Run 1, the clock network:
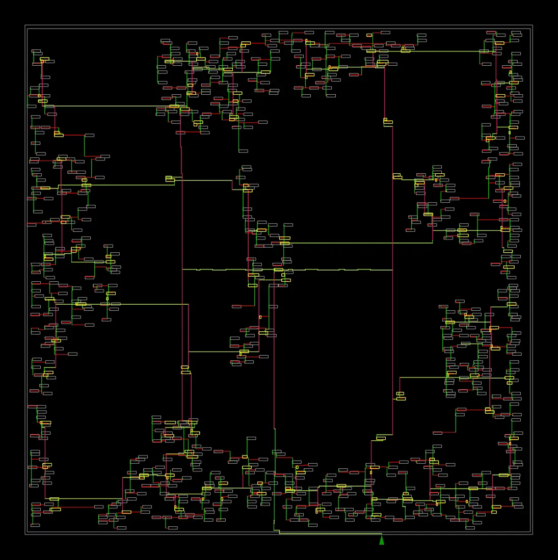
Run 1, cells colored by class:
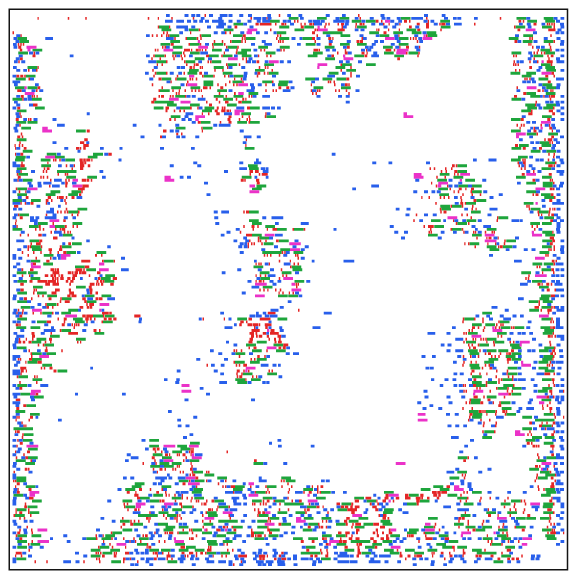
Run 1, register map, names as in the netlist:
The bar under the picture is 200 um long. Other sequential cells in the stronger gray, the rest of the logic in the fainter gray.
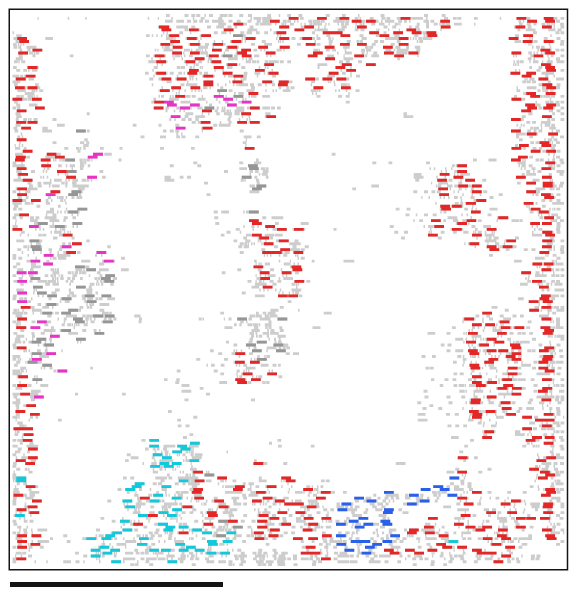
==> src/rtl/pcis_abd_wr_demux.sv <==
// PCIS (BAR4) AXI4 write terminator: decodes each burst into one of NUM_APPS
// address windows, forwards beats as addressed ABD writes, and answers B after the last consume.
module pcis_abd_wr_demux #(
  parameter int NUM_APPS      = 4,
  parameter int DATA_W        = 512,
  parameter int ID_W          = 6,
  parameter int APP_ADDR_BITS = 32
) (
  input  logic                  clk,
  input  logic                  rst,
  input  logic [ID_W-1:0]       sh_cl_dma_pcis_awid,
  input  logic [63:0]           sh_cl_dma_pcis_awaddr,
  input  logic [7:0]            sh_cl_dma_pcis_awlen,
  input  logic [2:0]            sh_cl_dma_pcis_awsize,
  input  logic                  sh_cl_dma_pcis_awvalid,
  output logic                  cl_sh_dma_pcis_awready,
  input  logic [DATA_W-1:0]     sh_cl_dma_pcis_wdata,
  input  logic [DATA_W/8-1:0]   sh_cl_dma_pcis_wstrb,
  input  logic                  sh_cl_dma_pcis_wlast,
  input  logic                  sh_cl_dma_pcis_wvalid,
  output logic                  cl_sh_dma_pcis_wready,
  output logic [ID_W-1:0]       cl_sh_dma_pcis_bid,
  output logic [1:0]            cl_sh_dma_pcis_bresp,
  output logic                  cl_sh_dma_pcis_bvalid,
  input  logic                  sh_cl_dma_pcis_bready,
  input  logic [NUM_APPS-1:0]   app_en,
  output logic [NUM_APPS-1:0]   app_wr_valid,
  input  logic [NUM_APPS-1:0]   app_wr_ready,
  output logic [63:0]           app_wr_addr,
  output logic [DATA_W-1:0]     app_wr_data,
  output logic [DATA_W/8-1:0]   app_wr_strb,
  output logic                  app_wr_last,
  output logic [31:0]           drop_count
);
  localparam int BYTES      = DATA_W / 8;
  localparam int BYTE_SHIFT = $clog2(BYTES);
  localparam int APP_SEL_W  = (NUM_APPS > 1) ? $clog2(NUM_APPS) : 1;
  localparam logic [63:0] WIN_MASK = (APP_ADDR_BITS >= 64) ? '1 : ((64'd1 << APP_ADDR_BITS) - 64'd1);

  // state   | meaning
  // S_IDLE  | awready high, waiting for a burst
  // S_DATA  | forwarding beats to the selected app
  // S_DROP  | accepting and discarding beats up to wlast
  // S_DRAIN | waiting for the last forwarded beat to be consumed
  // S_RESP  | presenting the B response
  typedef enum logic [2:0] {S_IDLE, S_DATA, S_DROP, S_DRAIN, S_RESP} state_t;

  state_t                 state_q;
  logic                   awready_q;
  logic                   bvalid_q;
  logic [ID_W-1:0]        id_q;
  logic [7:0]             len_q;
  logic [63:0]            base_q;
  logic [APP_SEL_W-1:0]   app_q;
  logic [8:0]             cnt_q;
  logic [1:0]             resp_q;
  logic [NUM_APPS-1:0]    valid_q;
  logic [63:0]            addr_q;
  logic [DATA_W-1:0]      data_q;
  logic [BYTES-1:0]       strb_q;
  logic                   last_q;
  logic [31:0]            drop_cnt_q;

  logic [APP_SEL_W-1:0]   aw_app;
  logic                   aw_oor;
  logic                   aw_bad;
  logic                   consume;
  logic                   out_free;
  logic                   wready;
  logic                   aw_hs;
  logic                   w_hs;
  logic                   cnt_at_len;
  logic [63:0]            beat_addr;

  always_comb begin
    aw_app = (NUM_APPS > 1) ? sh_cl_dma_pcis_awaddr[APP_ADDR_BITS +: APP_SEL_W] : '0;
    aw_oor = (sh_cl_dma_pcis_awaddr >> APP_ADDR_BITS) >= 64'(NUM_APPS);
    aw_bad = !app_en[aw_app]
          || (sh_cl_dma_pcis_awsize != 3'(BYTE_SHIFT))
          || (sh_cl_dma_pcis_awaddr[BYTE_SHIFT-1:0] != '0);
  end

  assign consume    = |(valid_q & app_wr_ready);
  assign out_free   = (valid_q == '0) || consume;
  assign wready     = ((state_q == S_DATA) && out_free) || (state_q == S_DROP);
  assign aw_hs      = sh_cl_dma_pcis_awvalid && awready_q;
  assign w_hs       = sh_cl_dma_pcis_wvalid && wready;
  assign cnt_at_len = (cnt_q == {1'b0, len_q});
  assign beat_addr  = base_q + (64'(cnt_q) << BYTE_SHIFT);

  always_ff @(posedge clk or negedge rst) begin
    if (!rst) begin
      state_q    <= S_IDLE;
      awready_q  <= 1'b0;
      bvalid_q   <= 1'b0;
      id_q       <= '0;
      len_q      <= '0;
      base_q     <= '0;
      app_q      <= '0;
      cnt_q      <= '0;
      resp_q     <= 2'b00;
      valid_q    <= '0;
      addr_q     <= '0;
      data_q     <= '0;
      strb_q     <= '0;
      last_q     <= 1'b0;
      drop_cnt_q <= '0;
    end else begin
      if (consume) valid_q <= '0;
      case (state_q)
        S_IDLE: begin
          awready_q <= 1'b1;
          if (aw_hs) begin
            awready_q <= 1'b0;
            id_q      <= sh_cl_dma_pcis_awid;
            len_q     <= sh_cl_dma_pcis_awlen;
            base_q    <= sh_cl_dma_pcis_awaddr & WIN_MASK;
            app_q     <= aw_app;
            cnt_q     <= '0;
            if (aw_oor) begin
              resp_q  <= 2'b11;
              state_q <= S_DROP;
            end else if (aw_bad) begin
              resp_q  <= 2'b10;
              state_q <= S_DROP;
            end else begin
              resp_q  <= 2'b00;
              state_q <= S_DATA;
            end
          end
        end
        S_DATA: begin
          if (w_hs) begin
            valid_q <= NUM_APPS'(1) << app_q;
            addr_q  <= beat_addr;
            data_q  <= sh_cl_dma_pcis_wdata;
            strb_q  <= sh_cl_dma_pcis_wstrb;
            last_q  <= cnt_at_len || sh_cl_dma_pcis_wlast;
            cnt_q   <= cnt_q + 9'd1;
            if (sh_cl_dma_pcis_wlast) begin
              if (!cnt_at_len) resp_q <= 2'b10;
              state_q <= S_DRAIN;
            end else if (cnt_at_len) begin
              resp_q  <= 2'b10;
              state_q <= S_DROP;
            end
          end
        end
        S_DROP: begin
          // a truncated burst may still have its last beat waiting in the output register
          if (w_hs && sh_cl_dma_pcis_wlast) begin
            if (out_free) begin
              state_q  <= S_RESP;
              bvalid_q <= 1'b1;
            end else begin
              state_q  <= S_DRAIN;
            end
          end
        end
        S_DRAIN: begin
          if (out_free) begin
            state_q  <= S_RESP;
            bvalid_q <= 1'b1;
          end
        end
        S_RESP: begin
          if (sh_cl_dma_pcis_bready) begin
            bvalid_q  <= 1'b0;
            awready_q <= 1'b1;
            state_q   <= S_IDLE;
            if ((resp_q != 2'b00) && (drop_cnt_q != '1)) drop_cnt_q <= drop_cnt_q + 32'd1;
          end
        end
        default: begin
          state_q <= S_IDLE;
        end
      endcase
    end
  end

  assign cl_sh_dma_pcis_awready = awready_q;
  assign cl_sh_dma_pcis_wready  = wready;
  assign cl_sh_dma_pcis_bid     = id_q;
  assign cl_sh_dma_pcis_bresp   = resp_q;
  assign cl_sh_dma_pcis_bvalid  = bvalid_q;
  assign app_wr_valid           = valid_q;
  assign app_wr_addr            = addr_q;
  assign app_wr_data            = data_q;
  assign app_wr_strb            = strb_q;
  assign app_wr_last            = last_q;
  assign drop_count             = drop_cnt_q;
endmodule

==> config.mk <==
export PLATFORM = sky130hd
export DESIGN_NAME = pcis_abd_wr_demux
export DESIGN_NICKNAME = d
export VERILOG_FILES = /design/src/rtl/pcis_abd_wr_demux.sv
export SDC_FILE = /design/constraint.sdc
export NUM_CORES = 1
export LEC_CHECK = 0
export CAP_MARGIN = 5
export CORE_AREA = 2 2 522 524
export DETAILED_ROUTE_END_ITERATION = 10
export DIE_AREA = 0 0 524 526
export PLACE_DENSITY = 0.38
export SLEW_MARGIN = 10
export SYNTH_ARGS = -nofsm -noshare
export SYNTH_HDL_FRONTEND = slang
export SYNTH_SLANG_ARGS = --single-unit
==> constraint.sdc <==
create_clock -name clk -period 2.64 [get_ports clk]
set_input_delay 0.528 -clock clk [delete_from_list [all_inputs] [get_ports clk]]
set_output_delay 0.528 -clock clk [all_outputs]
set_load 0.02 [all_outputs]
==> impl_metrics.ini, run 1 <==
; generated from flow reports
[outcome]
status = complete, but fails checks
violations = setup timing

[die]
chipArea_sq_um = 276000
dieHeight_um = 526
core.rowCount = 191
io_pins = 1359
die_x_um = 524
fp-utilization = 0.105

[global_route]
grt_pass1_wl_mm = 271
grt_remaining_overflow = 0
grt_usage = 0.147
antenna_found_initial = 235
grt_start_max_net_pins = 97
grt_pass1_vias = 28400

[cts]
post_cts_buffers = 4
cts_root_buffer = clkbuf_16
cts_tree = yes
cts_max_level = 3
cts_resized = 29
cts_buffer_depth = 3
cts_hold_repair.buffers = 1
path_clk_slew_ps = 60
clk_latency_ps = 730

[logic_synthesis]
ys_types = 53
ys_seq_share = 0.628
ys.flop_type = dfrtp_1
netlist_area_sq_um = 28300
netlist_instances = 3157
ys_cells = 3157
logic_family = simple AND/OR/NAND/NOR gates
yosys_warnings = 0
adder_share = 0.00557
yosys.area_share.simple = 0.287
synth_flops = 710
synthMuxAreaShare = 0.00155
avgSynthCellArea_sq_um = 8.97
ys_area_sq_um = 28300
edf_count = 0
synth.cellmix.compoundShare = 0.0193
ys_sh_xor = 0.0195

[critical_path]
critPathMaxStageDelay_ps = 630
worstSetupEndpointType = primary output
crit_path_max_fanout = 2
r2r-end = app_wr_data[246]$_DFFE_PN0P_
path_class = reg2out
reg2regPathDepth = 8
required_ps = 2110
rrSetupSlack_ps = 70
cp-start-kind = register
slowest_stage = or4_4
crit_chain = or4_4, nand2_8, nand3_2, a21oi_2, buf_6
cp_data_arrival_time_ps = 2210
cpLargestDelayFamily = simple AND/OR/NAND/NOR gates
reg2reg_from = app_wr_valid[0]$_DFF_PN0_
critPathBufInv = 1

[place]
gp_congestion = 0.907
portBuffers = 1327
hpwl_mm = 178

[timing]
slew_viol_final = 0
worst_slack_ps = -101
hold_viol = 0
tns_ps = -101
setup_viol = 1
max_freq_ghz = 0.365
clock-skew-final_ps = 40.2
worst_slew_pin_slew_ps = 950
slew_headroom = 0.367
period_used_share = 1.04
fin_hold_ws_ps = 315
rsz0062_at_grt = yes

[pwr]
leakage_nw = 23.0
powerDensity_nw_per_um2 = 633
peakVddDrop_mv = 0.440

[layout]
layout_top_cell = nand2_1
area_growth_pct = 77.7
fin_nets = 5273
final_cell_mix = 1942 x nand2_1, 1311 x clkdlybuf4s50_1, 710 x dfrtp_1
fill_cells = 30000
drive_gt1_frac = 0.0719

[run]
warnings = 28
max_cap_violations = 0

[routing]
drt_first_pass_iters = 6
wire_per_inst_um = 25.2
drt_iter0_markers = 1664
viasPerCell = 3.37
drt_wl_total_mm = 209
ant_nets = 0
post-route-drc-count = 0
route.vias.total = 27900

[worst_hold_path]
hp-class = in2async
## Picture notes: 'the clock network'
flop count: 710
clock net sink count: 710
Num CTS Buffers: 96

## Picture notes: 'cells colored by class'
red -> remaining logic cells  # cells 2294, share of their area 21%
magenta -> clock drivers and dummy loads  # cells 169, share of their area 7.0%
green -> sequential cells  # cells 710, share of their area 39%
blue -> remaining buffers and delay cells  # cells 1488, share of their area 33%
core footprint: 270000 sq um
design area: 50300 sq um

## Picture notes: 'register map, names as in the netlist'
red -> app_wr_data  # flops 512, where spread over the die
blue -> drop_count  # flops 32
cyan -> app_wr_strb  # flops 64, where south-west
magenta -> app_wr_addr  # flops 33
not colored = 69
Post-Route Utilization: 0.186
sequential portion of the cell area: 0.353

[run 1: cell type report]
class | instances | area, sq um | area share
Antenna cell | 51 | 128 | 0.00254
Clock buffer | 140 | 2800 | 0.0556
Clock inverter | 29 | 422 | 0.00838
Inverter | 12 | 45.0 | 0.000895
Multi-Input combinational cell | 2282 | 9620 | 0.191
Sequential cell | 710 | 17800 | 0.353
Tap cell | 3570 | 4470 | 0.0888
Timing Repair Buffer | 1488 | 15100 | 0.299
[run 1: worst max-delay path by stage]
stage / start / cells past startpoint / endpoint / slack (ps)
after global routing: app_wr_valid[0]$_DFF_PN0_ / 5 / cl_sh_dma_pcis_wready / -230
after detailed placement: app_wr_ready[2] / 8 / app_wr_data[357]$_DFFE_PN0P_ / -430
after global placement: app_wr_ready[2] / 10 / app_wr_strb[41]$_DFFE_PN0P_ / -430
final: app_wr_valid[0]$_DFF_PN0_ / 5 / cl_sh_dma_pcis_wready / -100
after floorplan: cnt_q[0]$_DFFE_PN0P_ / 9 / app_wr_addr[24]$_DFFE_PN0P_ / 340
after CTS: app_wr_valid[2]$_DFF_PN0_ / 8 / cl_sh_dma_pcis_wready / -250
[run 1: Yosys cell counts (2+ instances only)]
| master | number | area (sq um) |
|---|---|---|
| ha_1 | 11 | 138 |
| xnor2_1 | 43 | 377 |
| nand2b_1 | 3 | 18.8 |
| and3_1 | 15 | 93.8 |
| a31oi_1 | 7 | 43.8 |
| a21oi_1 | 16 | 80.1 |
| nor3_1 | 7 | 35.0 |
| or2_2 | 2 | 12.5 |
| xor2_1 | 20 | 175 |
| nand2_1 | 1944 | 7300 |
| o31ai_1 | 3 | 22.5 |
| nand3_1 | 29 | 145 |
| or3_1 | 6 | 37.5 |
| o41ai_1 | 2 | 17.5 |
| buf_2 | 95 | 475 |
| nand4_1 | 25 | 156 |
| clkbuf_1 | 15 | 56.3 |
| inv_1 | 12 | 45.0 |
| dfrtp_1 | 710 | 17800 |
| buf_4 | 73 | 548 |
| a32o_1 | 2 | 20.0 |
| o21ai_0 | 39 | 195 |
| o21a_1 | 3 | 22.5 |
| o21bai_1 | 2 | 15.0 |
| and4_1 | 3 | 26.3 |
| nor2_1 | 30 | 113 |
| nor2b_1 | 2 | 12.5 |
| nor4b_1 | 4 | 35.0 |
| nor4_1 | 10 | 62.6 |
[run 1: report_power, final]
part	switching [mW]	total (mW)	internal, mW
clock	5.48	13.6	8.11
sequential	0.719	12.5	11.8
combinational	3.13	5.77	2.64
total	9.33	31.8	22.5
[run 1: metal layers]
metal | part of all wire | up-vias | track usage
met4 | 0.021 | 142 | 0.0355
met5 | 0.0043 | - | 0
met3 | 0.15 | 409 | 0.0941
met2 | 0.45 | 1393 | 0.232
li1 | - | 12700 | -
met1 | 0.38 | 13300 | 0.163
[run 1: through the flow]
stage	std cells	power (mW)	instance area [sq um]	utilization	setup slack, ps
3_5_place_dp	8054	18.6	46800	0.173	-428
3_3_place_gp	8054	18.5	46800	0.173	-433
4_1_cts	8227	32.6	50100	0.186	-253
5_1_grt	8243	33.4	50200	0.186	-225
2_1_floorplan	3187	14.6	28400	-	338
6_report	8282	31.8	50300	0.186	-101
Run 1, clock wires, drivers and flops:
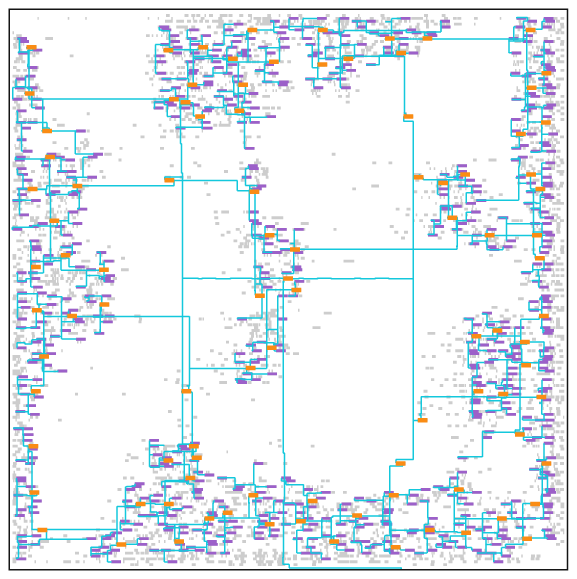

==> inputs of run 2 (changes only) <==
MAX_ROUTING_LAYER = met4   (was not set)
Run 2, clock wires, drivers and flops:
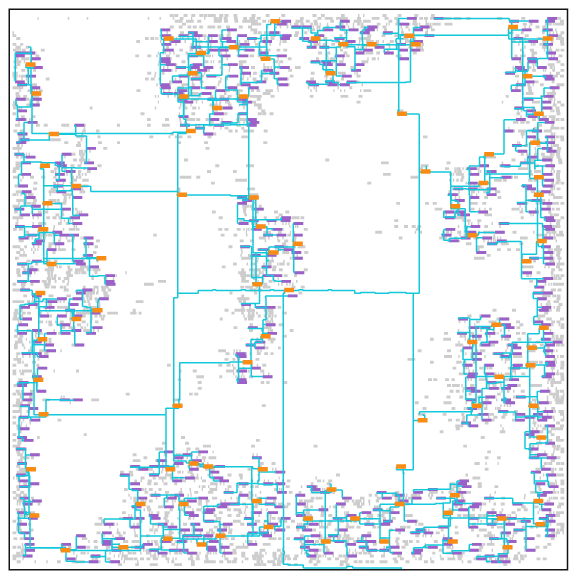
purple -> flip-flops  # count 710
orange -> clock-net drivers  # count 95
cyan -> clock wires  # length 13700 um
flops lie = spread over the die
routed clock nets = 96
clock skew: 36.5 ps
clk ins delay skew pair: 730 ps

Run 2, register map, names as in the netlist:
The bar under the picture is 200 um long. Other sequential cells in the stronger gray, the rest of the logic in the fainter gray.
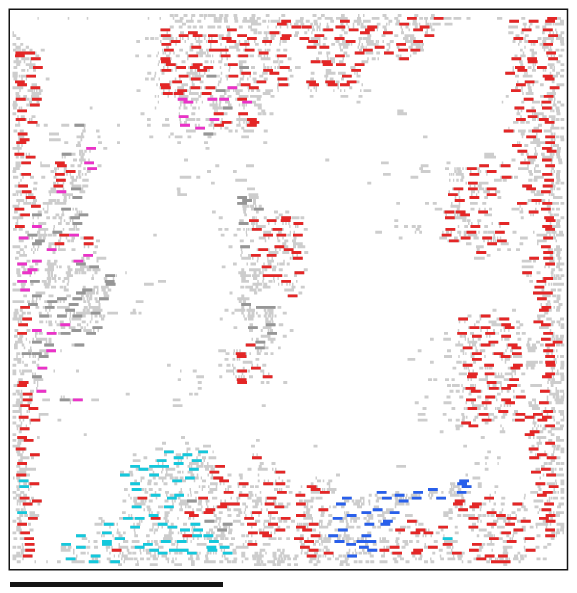
sequential portion of the cell area: 0.349
register area: 17800 sq um
Post-Route Utilization: 0.189
seq pwr: 12.5 mW

==> impl_metrics.ini, run 2 <==
; generated from flow reports
[pwr]
power_frac_clock = 0.424
peakVddDrop_mv = 0.500
netSwitchingFraction = 0.296
p_seq_frac = 0.394
internal-power_mw = 22.3
p_switching_mw = 9.37

[logic_synthesis]
ys_cells = 3157
synth_top_area_share = 0.628
ys.flop_type = dfrtp_1
ys_area_sq_um = 28300
avgSynthCellArea_sq_um = 8.97
synthTopCellsByCount = 1944 x nand2_1, 710 x dfrtp_1, 95 x buf_2
yosys.area.top_type = dfrtp_1
yosys_warnings = 0
ys_seq_share = 0.628
netlist_instances = 3157

[timing]
slew_headroom = 0.368
worst_slew_pin_slew_ps = 948
setup_viol = 1
tns_ps = -219
slew_viol_final = 0
worst_slack_ps = -219

[layout]
stdcell_area_sq_um = 51000
area_growth_pct = 80.0

[global_route]
grt_pass1_vias = 28200
grt_pass1_wl_mm = 271
grt_remaining_overflow = 0
grt_usage = 0.151
antenna_found_initial = 241

[die]
die_x_um = 524
dieHeight_um = 526
io_pins = 1359
chipArea_sq_um = 276000
core.rowCount = 191
fp-utilization = 0.105

[outcome]
violations = setup timing
status = complete, but fails checks

[critical_path]
crit_chain = buf_12, a22o_4, a221oi_4, buf_12, nand2_8, nand3_4, a21oi_2, buf_6
slowest_stage = dfrtp_1
cp-start-kind = register
crit_path_max_fanout = 3
cp_data_arrival_time_ps = 2330
required_ps = 2110
rrSetupSlack_ps = 20

[worst_hold_path]
hp-class = in2reg

[cts]
cts_sinks = 710
path_clk_slew_ps = 70
cts_max_level = 3
numCtsBuffers = 95
cts_tree = yes

[place]
portBuffers = 1327
dpl_worst_slack_ps = -282
dpl-instance-area_sq_um = 46800
hpwl_mm = 177
gp_congestion = 0.916

[routing]
route.vias.total = 27900
drt_first_pass_iters = 5
drt_wl_total_mm = 212
viasPerCell = 3.34

[run]
max_cap_violations = 0
warnings = 28
-- run 2: cell counts after synthesis --
Identical to the previous run, type by type.
-- run 2: worst max-delay path by stage --
stage                                         start                      endpoint  slack (ps)  depth (start not counted)
after floorplan                cnt_q[0]$_DFFE_PN0P_   app_wr_addr[24]$_DFFE_PN0P_         340                          9
after global placement              app_wr_ready[2]  app_wr_data[321]$_DFFE_PN0P_        -280                          9
after detailed placement            app_wr_ready[2]  app_wr_data[321]$_DFFE_PN0P_        -280                          9
after CTS                 app_wr_valid[2]$_DFF_PN0_         cl_sh_dma_pcis_wready        -430                          9
after global routing      app_wr_valid[2]$_DFF_PN0_         cl_sh_dma_pcis_wready        -320                          8
final                     app_wr_valid[2]$_DFF_PN0_         cl_sh_dma_pcis_wready        -220                          8
-- run 2: layer usage --
layer	GRT usage	wire length [um]	up-vias
li1	-	-	12800
met1	0.163	81100	13400
met2	0.230	94000	1370
met3	0.0973	32600	303
met4	0.0350	4630	0
met5	-	0	-
-- run 2: power groups by stage --
stage | Sequential, mW | Combinational [mW] | Clock [mW]
2_1_floorplan | 13.1 | 1.44 | 0
3_3_place_gp | 12.6 | 5.87 | 0
3_5_place_dp | 12.7 | 5.87 | 0
4_1_cts | 12.5 | 5.92 | 14.0
5_1_grt | 12.6 | 6.22 | 14.4
6_report | 12.5 | 5.74 | 13.4
-- run 2: cell type report --
type / count / area, sq um
Sequential cell: 710 / 17800
Clock buffer: 145 / 2840
Fill cell: 29900 / 219000
Antenna cell: 125 / 313
Multi-Input combinational cell: 2282 / 9730
Clock inverter: 29 / 343
Inverter: 12 / 45.0
Timing Repair Buffer: 1500 / 15500
Tap cell: 3570 / 4470
-- run 2: kinds of logic (layout without fill, tap and decap cells) --
family	count (synthesis)	in the layout	share of synthesized area
multiplexers	3	3	0.00155
AND/OR/NAND/NOR	2088	2088	0.287
flip-flops	710	710	0.628
XOR/XNOR	63	63	0.0195
other	1	156	0.000132
buffers and inverters	195	1686	0.0397
AND-OR/OR-AND	85	85	0.0193
adder cells (fa/ha/maj)	12	12	0.00557
-- run 2: metrics by stage --
stage | util | power (mW) | instances
floorplan | - | 14.6 | 3187
CTS | 0.186 | 32.4 | 8225
detailed placement | 0.174 | 18.5 | 8047
finish | 0.189 | 31.6 | 8373
global placement | 0.174 | 18.5 | 8047
global route | 0.189 | 33.2 | 8368
-- run 2: critical path, delay by kind of cell, from the launching register on --
| kind | cells | cell delay (ps) |
|---|---|---|
| flip-flops | 1 | 440 |
| buffers and inverters | 3 | 480 |
| AND-OR/OR-AND | 3 | 530 |
| AND/OR/NAND/NOR | 2 | 140 |
-- run 2: timing repair --
item                                    4_1_cts  5_1_grt
hold buffers                                  1        0
buffers inserted                              3       15
gates resized                                33       37
gates cloned                                  0       10
endpoints found under the setup margin       12      396
hold endpoints to repair                     22        0
pin swaps                                     6        8
Run 2, cells colored by class:
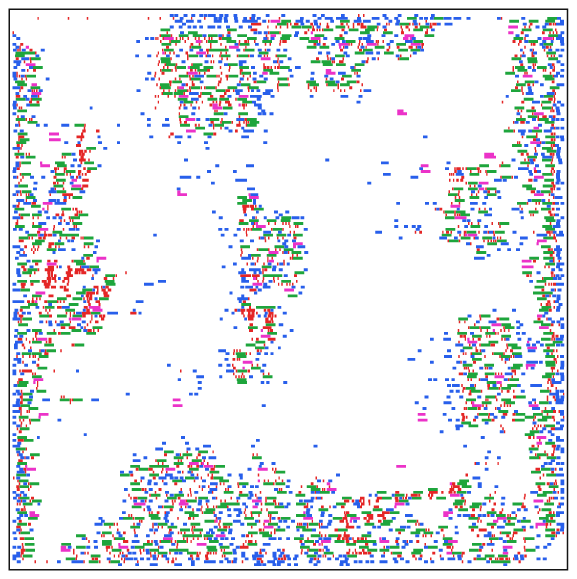

==> inputs of run 3 (changes only) <==
GPL_ROUTABILITY_DRIVEN = 0   (was not set)
HOLD_SLACK_MARGIN = 0.15   (was not set)
Run 3, cells colored by class:
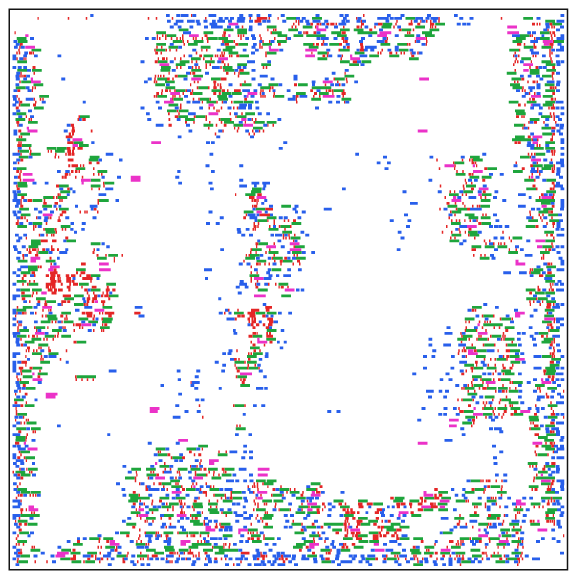
sequential portion of the cell area: 0.350
design area: 50800 sq um
# rows: 191

==> impl_metrics.ini, run 3 <==
; generated from flow reports
[global_route]
grt_remaining_overflow = 0
grt_start_max_net_pins = 93
grt_pass1_vias = 28400
grt_usage = 0.151
grt_pass1_wl_mm = 273
antenna_found_initial = 240

[pwr]
leakage_nw = 23.2
power_frac_clock = 0.444
p_seq_frac = 0.381
p_comb_frac = 0.175
total_power_mw = 32.7
netSwitchingFraction = 0.288
peakVddDrop_mv = 0.437
internal-power_mw = 23.3
p_switching_mw = 9.43
powerDensity_nw_per_um2 = 644

[timing]
hold_viol = 0
clock-skew-final_ps = 52.1
rsz0062_at_grt = yes
slew_headroom = 0.358
tns_ps = -302
worst_slew_pin_slew_ps = 963
worst_slack_ps = -302
slew_viol_final = 0
max_freq_ghz = 0.340
period_used_share = 1.11
setup_viol = 1
fin_crit_ps = 2940

[run]
max_cap_violations = 0
warnings = 29

[die]
io_pins = 1359
die_x_um = 524
core_area_sq_um = 270000
chipArea_sq_um = 276000
fp-utilization = 0.105
dieHeight_um = 526

[cts]
cts_root_buffer = clkbuf_16
cts_buffer_depth = 4
numCtsBuffers = 102
cts_max_level = 3
path_clk_slew_ps = 60
cts_sinks = 710
clk_latency_ps = 810
cts_tree = yes

[layout]
largest_register_ffs = 512
drive_gt1_frac = 0.0745
final_cell_mix = 1943 x nand2_1, 1275 x clkdlybuf4s50_1, 708 x dfrtp_1
layout_top_cell = nand2_1
fin_nets = 5282
area_growth_pct = 79.3

[outcome]
violations = setup timing
status = complete, but fails checks

[logic_synthesis]
yosys.area.top_type = dfrtp_1
synth_flops = 710
synth_top_area_share = 0.628
synthTopCellsByCount = 1944 x nand2_1, 710 x dfrtp_1, 95 x buf_2
topCellsByArea = dfrtp_1 63%, nand2_1 26%, buf_4 1.9%
netlist_area_sq_um = 28300
synthArstFlopShare = 1.00
edf_count = 0
yosys_warnings = 0
ys_types = 53
ys.flop_type = dfrtp_1
most_common_cell = nand2_1
ys_cells = 3157
avgSynthCellArea_sq_um = 8.97
ys_seq_share = 0.628
ys_area_sq_um = 28300
netlist_instances = 3157

[critical_path]
critPathMaxStageDelay_ps = 430
cp-start-kind = register
crit_path_frequent_cell = buf_12
required_ps = 2110
crit_chain = buf_12, a22o_4, a221oi_4, buf_12, nand2_8, nand3_4, a21oi_2, buf_6
path_class = reg2out
crit_path_max_fanout = 3
slowest_stage = dfrtp_2
worstSetupEndpointType = primary output
cp_data_arrival_time_ps = 2410

[routing]
route.vias.total = 27700
drt_first_pass_iters = 5
wire_per_inst_um = 25.0
drt_iter0_markers = 1529
viasPerCell = 3.31
drt_wl_total_mm = 209
ant_nets = 0
post-route-drc-count = 0

[worst_hold_path]
hp-class = in2reg

[place]
dpl_worst_slack_ps = -423
hpwl_mm = 178
portBuffers = 1327
Run 3, clock wires, drivers and flops:
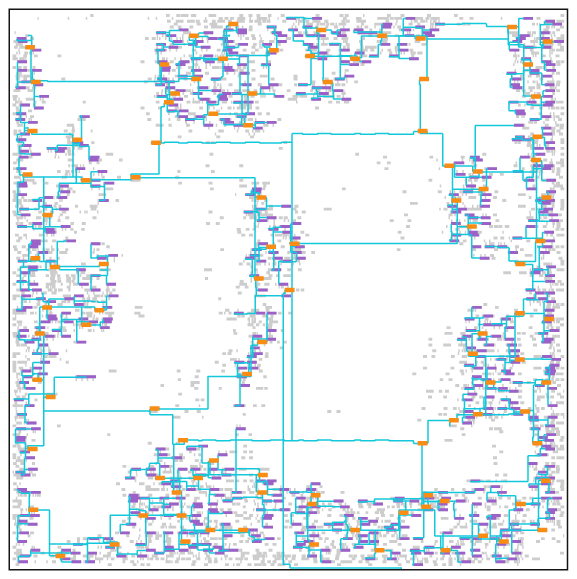
orange -> clock-net drivers  # count 102
purple -> flip-flops  # count 710
cyan -> clock wires  # length 13900 um
routed clock nets = 103

==> run 3: cell count changes in the layout (fill, tap and decap cells not counted), sizes merged <==
cell,previous run,this run
buf,167,158
inv,16,15
clkdlybuf4s50,1314,1275
dlygate4sd2,10,48
dlymetal6s2s,0,1
dlygate4sd3,1,9
clkbuf,153,144
clkinv,18,17
bufinv,5,11
==> run 3: power groups by stage <==
stage	sequential [mW]	combinational, mW	clock (mW)
finish	12.5	5.73	14.5
global route	12.6	6.24	15.5
CTS	12.5	5.93	15.1
detailed placement	12.7	5.88	0
global placement	12.6	5.89	0
floorplan	13.1	1.44	0
==> run 3: final timing paths <==
kind | from | to | slack [ps] | depth (start not counted)
worst max-delay path | app_wr_valid[3]$_DFF_PN0_ | cl_sh_dma_pcis_wready | -300 | 8
worst min-delay path | sh_cl_dma_pcis_wdata[232] | app_wr_data[232]$_DFFE_PN0P_ | 250 | 3
worst max register to register | app_wr_valid[2]$_DFF_PN0_ | cnt_q[8]$_DFFE_PN0P_ | 110 | 7
worst min register to register | base_q[3]$_DFFE_PN0P_ | app_wr_addr[3]$_DFFE_PN0P_ | 470 | 2
max in group asynchronous | rst | app_wr_data[273]$_DFFE_PN0P_ | 1360 | 4
min in group asynchronous | rst | app_wr_data[440]$_DFFE_PN0P_ | 280 | 2
==> run 3: cell type report <==
class | count | area (sq um)
Antenna cell | 125 | 313
Clock buffer | 144 | 2990
Clock inverter | 33 | 494
Fill cell | 30000 | 219000
Inverter | 12 | 45.0
Multi-Input combinational cell | 2282 | 9640
Sequential cell | 710 | 17800
Tap cell | 3570 | 4470
Timing Repair Buffer | 1491 | 15100
==> run 3: cells by family after synthesis <==
| logic type | after synthesis | synth area share |
|---|---|---|
| and+or+nand+nor | 2088 | 0.287 |
| DFF | 710 | 0.628 |
| buffers and inverters | 195 | 0.0397 |
| AOI/OAI and AO/OA | 85 | 0.0193 |
| xor gates and xnor gates | 63 | 0.0195 |
| adders and majority gates | 12 | 0.00557 |
| muxes | 3 | 0.00155 |
| other | 1 | 0.000132 |
==> run 3: metal layers <==
metal	global-route usage	routed length, um	share of wire
met5	-	0	0
met4	0.0291	4250	0.020
met3	0.0985	31400	0.15
met2	0.231	92400	0.44
met1	0.165	80800	0.39
==> run 3: per-stage QoR <==
| stage | utilization | instances | area, sq um | hold WS [ps] |
|---|---|---|---|---|
| floorplan | - | 3187 | 28400 | 232 |
| global placement | 0.173 | 8052 | 46800 | 449 |
| detailed placement | 0.173 | 8052 | 46800 | 459 |
| CTS | 0.187 | 8239 | 50400 | 151 |
| global route | 0.188 | 8357 | 50700 | 175 |
| finish | 0.188 | 8367 | 50800 | 245 |
==> run 3: worst max-delay path: cells and delay by family (launching register included) <==
| family | cells | cell delay, ps |
|---|---|---|
| flops | 1 | 430 |
| buf+inv | 3 | 450 |
| compound gates | 3 | 550 |
| simple gates | 2 | 140 |
==> run 3: what timing repair did <==
item | CTS | global route
gates resized | 60 | 12
buffers inserted | 2 | 3
endpoints found under the setup margin | 168 | 250
pin swaps | 4 | 4
hold buffers | 9 | 0
hold endpoints to repair | 319 | 0
Power figures rest on the tool's default switching activity, not on a simulated workload.
